## config.mk

```make
export PLATFORM = sky130hd
export DESIGN_NAME = addsub_settle_meter
export DESIGN_NICKNAME = d
export VERILOG_FILES = /design/src/rtl/addsub_settle_meter.sv
export SDC_FILE = /design/constraint.sdc
export NUM_CORES = 1
export LEC_CHECK = 0
export CORE_MARGIN = 2
export CORE_UTILIZATION = 50
export DETAILED_ROUTE_END_ITERATION = 12
export GPL_TIMING_DRIVEN = 0
export PLACE_DENSITY = 0.8
export SETUP_SLACK_MARGIN = 0.1
export SLEW_MARGIN = 15
export SYNTH_ARGS = -nofsm -noshare
export SYNTH_HDL_FRONTEND = slang
export SYNTH_SLANG_ARGS = --single-unit
```

## constraint.sdc

```tcl
create_clock -name clk -period 2.73 [get_ports clk]
set_input_delay 0.4095 -clock clk [delete_from_list [all_inputs] [get_ports clk]]
set_output_delay 0.4095 -clock clk [all_outputs]
set_load 0.02 [all_outputs]
```

## src/rtl/addsub_settle_meter.sv

```systemverilog
// Stimulus driver and settle monitor for a ripple-carry add/subtract datapath.
// Launches one operation, computes the golden result and times the first stable run of sums.
module addsub_settle_meter #(
  parameter int WIDTH      = 16,
  parameter int STABLE_CNT = 20,
  parameter int TIMEOUT    = 500,
  parameter int CNT_W      = 10
) (
  input  logic             clk,
  input  logic             rst_n,
  input  logic             start,
  input  logic [WIDTH-1:0] op_a,
  input  logic [WIDTH-1:0] op_b,
  input  logic             op_m,
  output logic [WIDTH-1:0] drv_a,
  output logic [WIDTH-1:0] drv_b,
  output logic             drv_m,
  input  logic [WIDTH-1:0] dut_s,
  input  logic             dut_c15,
  input  logic             dut_v,
  output logic             busy,
  output logic             done,
  output logic             timeout,
  output logic [CNT_W-1:0] settle_cycles,
  output logic             flag_err,
  output logic [WIDTH-1:0] exp_s
);

  typedef enum logic [1:0] {IDLE, RUN, DONE} state_t;

  localparam logic [CNT_W-1:0] STABLE_N  = CNT_W'(STABLE_CNT);
  localparam logic [CNT_W-1:0] TIMEOUT_N = CNT_W'(TIMEOUT);

  state_t           state, state_next;
  logic [CNT_W-1:0] k, match, k_inc, match_inc;
  logic             exp_c, exp_v;
  logic [WIDTH-1:0] b_x;
  logic [WIDTH:0]   full;
  logic [WIDTH-1:0] low;
  logic             settled, expired;

  always_comb begin
    b_x       = op_b ^ {WIDTH{op_m}};
    full      = {1'b0, op_a} + {1'b0, b_x} + {{WIDTH{1'b0}}, op_m};
    // low[WIDTH-1] is the carry into the MSB, needed for overflow
    low       = {1'b0, op_a[WIDTH-2:0]} + {1'b0, b_x[WIDTH-2:0]} + {{(WIDTH-1){1'b0}}, op_m};
    k_inc     = k + CNT_W'(1);
    match_inc = (dut_s == exp_s) ? match + CNT_W'(1) : '0;
    settled   = (match_inc == STABLE_N);
    expired   = (k_inc == TIMEOUT_N);
  end

  always_comb begin
    state_next = state;
    unique case (state)
      IDLE:    if (start) state_next = RUN;
      RUN:     if (settled || expired) state_next = DONE;
      DONE:    state_next = IDLE;
      default: state_next = IDLE;
    endcase
  end

  always_ff @(posedge clk or negedge rst_n) begin
    if (!rst_n) state <= IDLE;
    else        state <= state_next;
  end

  assign busy = (state != IDLE);
  assign done = (state == DONE);

  always_ff @(posedge clk or negedge rst_n) begin
    if (!rst_n) begin
      drv_a         <= '0;
      drv_b         <= '0;
      drv_m         <= 1'b0;
      exp_s         <= '0;
      exp_c         <= 1'b0;
      exp_v         <= 1'b0;
      k             <= '0;
      match         <= '0;
      timeout       <= 1'b0;
      settle_cycles <= '0;
      flag_err      <= 1'b0;
    end else begin
      case (state)
        IDLE: if (start) begin
          drv_a    <= op_a;
          drv_b    <= op_b;
          drv_m    <= op_m;
          exp_s    <= full[WIDTH-1:0];
          exp_c    <= full[WIDTH];
          exp_v    <= low[WIDTH-1] ^ full[WIDTH];
          k        <= '0;
          match    <= '0;
          timeout  <= 1'b0;
          flag_err <= 1'b0;
        end
        RUN: begin
          k     <= k_inc;
          match <= match_inc;
          // a stable run completing on the last allowed sample beats the timeout
          if (settled) begin
            settle_cycles <= k_inc - STABLE_N + CNT_W'(1);
            flag_err      <= (dut_c15 != exp_c) | (dut_v != exp_v);
          end else if (expired) begin
            timeout       <= 1'b1;
            settle_cycles <= '0;
            flag_err      <= 1'b0;
          end
        end
        default: ;
      endcase
    end
  end

endmodule

```

==> run_1/pins.png <==
Bar = 20 um. Pins as bars across the die edge, other pins in gray.
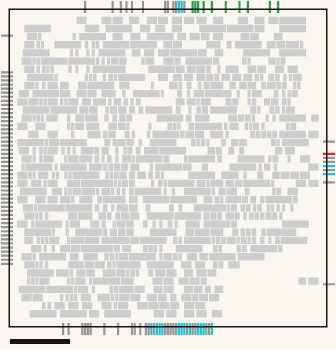
color	port	pins	direction	edge
cyan	dut_s	16	input	12 south, 2 east, 2 north
red	start	1	input	east
green	settle_cycles	10	output	north
all pins by edge	49 west, 36 south, 23 north, 9 east

==> run_1/zoom.png <==
Bar = 5 um. Window x 43 to 63, y 64 to 84 um. Cells in gray, sequential cells in the stronger gray; small squares are vias.
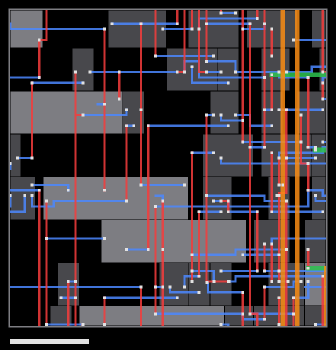
color	layer
green	met3
blue	met1
orange	met4
red	met2
most frequent	nand2_1 (6)
netlist names of flops here include	exp_s (2), k (1)
sequential cells in the window	3
cells with their middle in the window	25

==> run_1/gate_families.png <==
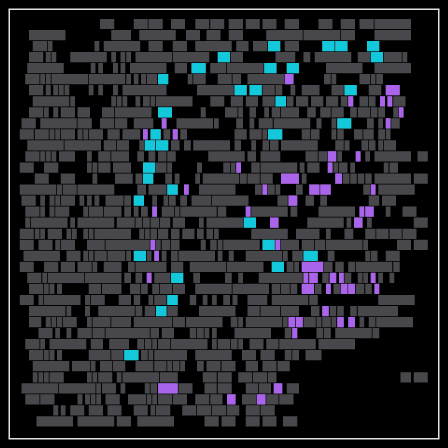
color	family	cells	most used
purple	NOR gates	53	nor2_1
cyan	AND-OR and OR-AND gates	33	a22o_1

## run 1: layer usage
layer | routed length [um] | share of wire [%] | track usage, %
met2 | 7030 | 49 | 45.1
met4 | 381 | 2.7 | 11.0
met3 | 913 | 6.4 | 5.07
met5 | 0 | 0 | 0
met1 | 6030 | 42 | 34.4
## run 1: area by class of cell
cell class	count	area [um2]	area share, %
clock buffer	9	124	1.82
timing repair buffer	119	1200	17.6
multi-input combinational	467	2860	42.0
inverter	9	33.8	0.496
buffer	33	174	2.55
sequential	85	2130	31.2
clock inverter	5	125	1.84
tap	136	170	2.50
## run 1: per-stage QoR
step / cells / util [%] / power, mW / hold slack [ns]
final: 863 / 67.2 / 4.25 / 0.455
after global routing: 863 / 67.2 / 4.48 / 0.469
after CTS: 863 / 67.1 / 4.24 / 0.453
after detailed placement: 846 / 64.3 / 3.08 / 0.345
after global placement: 845 / 64.1 / 3.04 / 0.459
after floorplan: 594 / - / 2.53 / 0.114
## run 1: flip-flops by register name (all words and copies together) (netlist names), 2 cells and up
signal	flops
drv_a	16
drv_b	16
exp_s	16
k	10
match	10
settle_cycles	10
state	2
## run 1: where the power goes
group	switching [mW]	leakage, nW	internal, mW
sequential	0.151	1.13	1.40
combinational	0.870	1.82	0.677
clock	0.463	0.125	0.689
total	1.48	3.07	2.77
## run 1: final timing paths
kind	startpoint	endpoint	cells after the start
max in group asynchronous	rst_n	drv_b[9]	3
min reg2reg	drv_b[4]	drv_b[4]	2
min	op_m	drv_m	4
min in group asynchronous	rst_n	match[7]	2
max reg2reg	k[1]	settle_cycles[9]	7
max	op_a[0]	exp_v	9
## run 1: cell families after synthesis
family,synth area share [%]
xor+xnor,10.2
buf+inv,3.74
compound gates,16.5
fa+ha+maj,5.01
mux,0.195
simple gates,23.0
flops,41.3
## run 1: tightest hold or removal path, delay by kind of cell
kind | cells | cell delay (ns)
buf+inv | 2 | 0.28
simple gates | 2 | 0.10
## run 1: repair_timing
action | 4_1_cts | 5_1_grt
pin swaps | 1 | 1
hold endpoints to repair | 23 | 0
setup buffers | 2 | 0
resized | 3 | 2
hold buffers | 1 | 0
setup endpoints to repair | 1 | 3
## run 1: cell usage after synthesis (3+ instances only)
cell        n
o211ai_1    5
buf_2       4
a211o_1     3
clkbuf_1   19
nor2b_1     3
buf_4       4
ha_1       19
nand2b_1    7
inv_1       9
nor2_1     27
dfrtp_1    85
nor4_1      7
a22o_1     12
xor2_1     44
nand2_1   150
nand4_1    10
o21ai_0    53
o31ai_1     3
a21o_1      7
nand3_1    12
xnor2_1    16
nor3_1     10
a31oi_1     4
and3_1      7
and2_1      6
buf_1       4
a21oi_1    22
==> out/results.txt, run 1 <==
status - complete, no violations
reg2reg setup slack - 0.34 ns
initial antenna violation count - 0
first drt pass iteration count - 5
Slew Limit Fails - 0
Antenna Cells - 0
worst rel slew slack - 60.4%
first-pass GRT wire length - 24.2 mm
die height - 105 um
Num CTS Buffers - 9
PortBufs - 115
Synth-to-Final Area Change - 32.4%
vias in the first global route - 4964
Post-Syn Nets - 668
YS warnings - 0
unrepaired setup endpoints after global routing - true
CP arrival - 2.89 ns
Die ar. - 11100 um2
clock slew at reported path FFs - 0.09 ns
Yosys cell types - 61
Tool Warnings - 29
CP bufs+invs - 1
Late-Pin Clk Latency - 0.37 ns
VDD IR max - 0.000334 V
worst slew pin tran - 0.591 ns
HPWL reported at the end of detailed placement - 10.7 mm
WP data required - 2.99 ns
number of vias per cell - 5.58
synthesized instance count - 594
floorplan utilization - 50.8%
drt drc - 0
Pleak - 3.07 nW
Cell Chain, Critical Path - clkdlybuf4s50_1, mux2i_2, fa_2, nor2b_4, o311ai_4, a31oi_4, o31a_1, and2_1, a221o_1
CTS Buffer Depth - 2
clk sinks - 85
EDFF count, synth - 0
top cells by area - dfrtp_1 41%, nand2_1 11%, xor2_1 7.5%, o21ai_0 5.2%, ha_1 4.6%
Final Skew - 0.00950 ns
layout cells sized above 1 - 5.91%
Synth area leader - dfrtp_1
# setup viols final - 0
DR iter-0 viols - 272
Fin. Hold Viols - 0
routability congestion estimate - 0.921
Post-DP Area - 6520 um2
Worst Setup Path Type - in2reg
Max Clk Rate - 381 MHz
Setup crit start kind - primary input
num ports - 117
kind of end point of the critical path - register
Site Rows - 37
Async SR Flop Fraction - 100%
Area leader share - 41.3%
setup_tns - 0 ns
GRT Overall Usage - 26.9%
Synth Area per Inst - 8.66 um2
register area share after synthesis - 41.3%
min-delay worst type - in2reg
Final nets - 798
dpl ws - -0.396 ns
yosys-reported design area after synthesis - 5150 um2
WL/cell - 16.6 um
most frequent cells in the layout - 150 x nand2_1, 113 x clkdlybuf4s50_1, 85 x dfrtp_1, 53 x o21ai_0, 44 x xor2_1
Syn Std Cell Area - 5150 um2
Root Driver - clkbuf_8
Max Fanout on Critical Path - 3
main flop type - dfrtp_1
Antenna Nets Post-Route - 0
pin count of the biggest net entering global routing - 63
ys cells - 594
max-cap violations - 0
maximum level of the CTS H-tree - 3
Finished Cell Area - 6810 um2
Pwr Density - 624 nW/um2
CTS tree - built
Die X - 105 um
Final period util - 96.1%
family with the most delay on the worst path - AND-OR/OR-AND gates
total congestion overflow - 0
via count - 4814
post-synthesis register bit count - 85
Slowest cell on crit path - clkdlybuf4s50_1
filler instances - 838
most numerous logic cell after layout - nand2_1
Total Wirelength - 14.4 mm
final worst slack - 0.106 ns
core area - 10100 um2
CP max stage delay - 0.54 ns
Tmin final - 2.62 ns
## Run 2: what changed since run 1
--- a/config.mk
+++ b/config.mk
@@ -9,7 +9,7 @@
 export CORE_UTILIZATION = 50
 export DETAILED_ROUTE_END_ITERATION = 12
 export GPL_TIMING_DRIVEN = 0
-export PLACE_DENSITY = 0.8
+export PLACE_DENSITY = 0.79
 export SETUP_SLACK_MARGIN = 0.1
 export SLEW_MARGIN = 15
 export SYNTH_ARGS = -nofsm -noshare
==> run_2/wire_density.png <==
21 x 21 tiles, from white (low) to dark blue (high), scaled to the fullest tile. Values are wire area over tile area, all layers added.
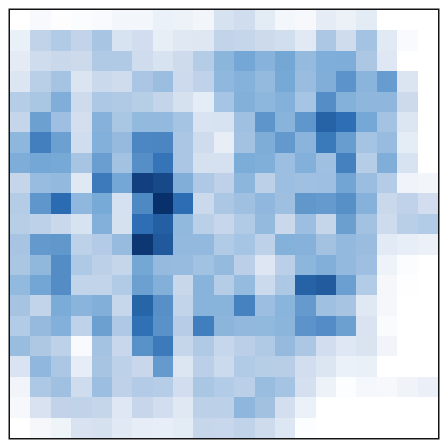
mean over tiles	0.21
nearly empty tiles	9.3%
fullest tile	0.65
GRT Overall Usage: 26.4%
Total Wirelength: 14.2 mm
via count: 4810

==> out/results.txt, run 2 <==
Yosys cell types - 61 (unchanged)
VDD IR max - 0.000295 V (was 0.000334 V)
Post-Syn Nets - 668 (unchanged)
Area leader share - 41.3% (unchanged)
Synth-to-Final Area Change - 32.0% (was 32.4%)
clock slew at reported path FFs - 0.09 ns (about the same)
Num CTS Buffers - 9 (unchanged)
top cells by area - dfrtp_1 41%, nand2_1 11%, xor2_1 7.5%, o21ai_0 5.2%, ha_1 4.6% (unchanged)
clk sinks - 85 (unchanged)
setup_tns - 0 ns (unchanged)
metal3 WL - 895 um (was 913 um)
and+or+nand+nor area frac - 23.0% (unchanged)
initial antenna violation count - 0 (unchanged)
Max Fanout on Critical Path - 5 (was 3)
CTS tree - built (unchanged)
Cell Chain, Critical Path - clkdlybuf4s50_1, xor2_1, ha_1, a21oi_1, o21ai_0, o31a_1, and2_1, a221o_1 (was clkdlybuf4s50_1, mux2i_2, fa_2, nor2b_4, o311ai_4, a31oi_4, o31a_1, and2_1, a221o_1)
synthesized instance count - 594 (unchanged)
Final period util - 93.5% (was 96.1%)
Pwr Density - 609 nW/um2 (was 624 nW/um2)
HPWL reported at the end of detailed placement - 10.6 mm (was 10.7 mm)
first drt pass iteration count - 5 (unchanged)
CTS Buffer Depth - 2 (unchanged)
Root Driver - clkbuf_8 (unchanged)
NetSw - 1.49 mW (was 1.48 mW)
Final Skew - 0.0116 ns (was 0.00950 ns)
post-synthesis register bit count - 85 (unchanged)
layout cells sized above 1 - 6.32% (was 5.91%)
Seq pwr share - 37.3% (was 36.5%)
Setup crit start kind - primary input (unchanged)
CP max stage delay - 0.50 ns (was 0.54 ns)
total power - 4.14 mW (was 4.25 mW)
Switching Share - 36.1% (was 34.9%)
Antenna Cells - 0 (unchanged)
Worst Setup Path Type - in2reg (unchanged)
maximum level of the CTS H-tree - 3 (unchanged)
Late-Pin Clk Latency - 0.36 ns (was 0.37 ns)
Die X - 105 um (unchanged)
P_int - 2.65 mW (was 2.77 mW)
YS warnings - 0 (unchanged)
cts hold-fix bufs - 0 (was 1)
Tool Warnings - 28 (was 29)
met2 WL post-DR - 6.89 mm (was 7.03 mm)
Worst R2R Path Depth - 8 (was 7)
total congestion overflow - 0 (unchanged)
Slowest cell on crit path - clkdlybuf4s50_1 (unchanged)
floorplan utilization - 50.8% (unchanged)
pin count of the biggest net entering global routing - 45 (was 63)
biggest regs - drv_a (16), drv_b (16), exp_s (16) (unchanged)
Synth Area in Adders - 5.01% (unchanged)
kind of end point of the critical path - register (unchanged)
Antenna Nets Post-Route - 0 (unchanged)
most frequent cells in the layout - 150 x nand2_1, 113 x clkdlybuf4s50_1, 85 x dfrtp_1, 53 x o21ai_0, 44 x xor2_1 (unchanged)
yosys xor share - 10.2% (unchanged)
worst rel slew slack - 61.5% (was 60.4%)
first-pass GRT wire length - 23.5 mm (was 24.2 mm)
EDFF count, synth - 0 (unchanged)
routability congestion estimate - 0.872 (was 0.921)
DR iter-0 viols - 257 (was 272)
main flop type - dfrtp_1 (unchanged)
status - complete, no violations (unchanged)
Fin. Hold Viols - 0 (unchanged)
Syn Std Cell Area - 5150 um2 (unchanged)
ys cells - 594 (unchanged)
Synth Area per Inst - 8.66 um2 (unchanged)
core area - 10100 um2 (unchanged)
Final nets - 797 (was 798)
max layer used - met4 (unchanged)
vias in the first global route - 4804 (was 4964)
power share of the clock group - 25.3% (was 27.1%)
num ports - 117 (unchanged)
metal1 wirelength - 6.10 mm (was 6.03 mm)
yosys-reported design area after synthesis - 5150 um2 (unchanged)
cell with the most instances after synthesis - nand2_1 (unchanged)
number of vias per cell - 5.57 (was 5.58)
worst slew pin tran - 0.575 ns (was 0.591 ns)
Async SR Flop Fraction - 100% (unchanged)
logic gate share of total power - 37.4% (was 36.4%)
min-delay worst type - in2async (was in2reg)
Site Rows - 37 (unchanged)
WP data required - 2.98 ns (was 2.99 ns)
Synth area leader - dfrtp_1 (unchanged)
Max Clk Rate - 392 MHz (was 381 MHz)
max-cap violations - 0 (unchanged)
Pleak - 3.05 nW (was 3.07 nW)
mux frac, synth - 0.195% (unchanged)
filler instances - 820 (was 838)
unrepaired setup endpoints after global routing - false (was true)
Slew Limit Fails - 0 (unchanged)
CP arrival - 2.80 ns (was 2.89 ns)
drt drc - 0 (unchanged)
register area share after synthesis - 41.3% (unchanged)
die height - 105 um (unchanged)
WL/cell - 16.4 um (was 16.6 um)
# setup viols final - 0 (unchanged)
AND-OR/OR-AND Cells, Area Fraction - 16.5% (unchanged)
top comb family, area - simple AND/OR/NAND/NOR gates (unchanged)
Post-synth top cells - 150 x nand2_1, 85 x dfrtp_1, 53 x o21ai_0, 44 x xor2_1, 27 x nor2_1 (unchanged)
PortBufs - 115 (unchanged)
Tmin final - 2.55 ns (was 2.62 ns)
Die ar. - 11100 um2 (unchanged)
==> run_2/gate_families.png <==
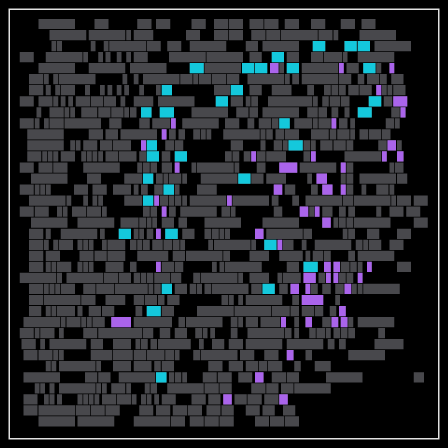
color	family	cells	most used
cyan	AND-OR and OR-AND gates	33	a22o_1
purple	NOR gates	53	nor2_1
Finished Layout Cells: 864
Comb area share: 42.3%
most numerous logic cell after layout: nand2_1

==> run 2: worst max-delay path: cells and delay by family <==
family,cells,cell delay [ns]
buffers and inverters,1,0.50
AOI/OAI and AO/OA,4,1.12
adders and majority gates,1,0.35
xor gates and xnor gates,1,0.24
and+or+nand+nor,1,0.17
==> run 2: worst paths after layout <==
kind	from	to	slack, ns
worst max register to register	k[1]	settle_cycles[9]	0.39
worst max-delay path	op_b[9]	exp_v	0.18
min in group clk	op_m	drv_m	0.47
max in group asynchronous	rst_n	k[1]	2.07
worst min-delay path	rst_n	match[4]	0.03
worst min register to register	drv_b[12]	drv_b[12]	0.48
==> run 2: cell type report <==
class	count	area (um2)	area share, %
clock inverter	5	81.3	1.20
timing repair buffer	118	1180	17.4
buffer	33	174	2.56
sequential	85	2130	31.3
multi-input combinational	467	2870	42.3
clock buffer	11	151	2.23
inverter	9	33.8	0.497
tap	136	170	2.51
==> run 2: cells by family after synthesis <==
logic type | count (synthesis)
AOI/OAI and AO/OA | 130
buffers and inverters | 42
and+or+nand+nor | 256
adders and majority gates | 20
DFF | 85
muxes | 1
xor gates and xnor gates | 60
==> run 2: routing by layer <==
metal	vias up	GRT usage, %
met1	2316	33.3
met2	160	44.5
met5	-	0
met3	25	6.25
met4	0	8.76
li1	2309	-
==> run 2: per-stage QoR <==
| step | setup WS, ns | instances | utilization [%] | hold slack (ns) | cell area, um2 |
|---|---|---|---|---|---|
| after detailed placement | -0.379 | 846 | 64.2 | 0.442 | 6510 |
| after global placement | -1.79 | 845 | 64.1 | 0.459 | 6500 |
| after floorplan | 0.107 | 594 | - | 0.114 | 5170 |
| after CTS | 0.135 | 863 | 66.7 | 0.0461 | 6760 |
| final | 0.178 | 864 | 67.0 | 0.0330 | 6790 |
| after global routing | 0.114 | 864 | 67.0 | 0.0606 | 6790 |
==> run 2: timing repair <==
item                       in CTS  in global routing
setup endpoints to repair       1                  2
pin swaps                       1                  2
resized                         3                  4
setup buffers                   1                  1
==> run 2: power groups by stage <==
stage | clock (mW) | combinational, mW | sequential (mW)
2_1_floorplan | 0 | 0.888 | 1.64
3_3_place_gp | 0 | 1.47 | 1.56
3_5_place_dp | 0 | 1.50 | 1.57
4_1_cts | 1.06 | 1.51 | 1.54
5_1_grt | 1.11 | 1.69 | 1.57
6_report | 1.05 | 1.55 | 1.55
Power is estimated from default activity; no workload was simulated.
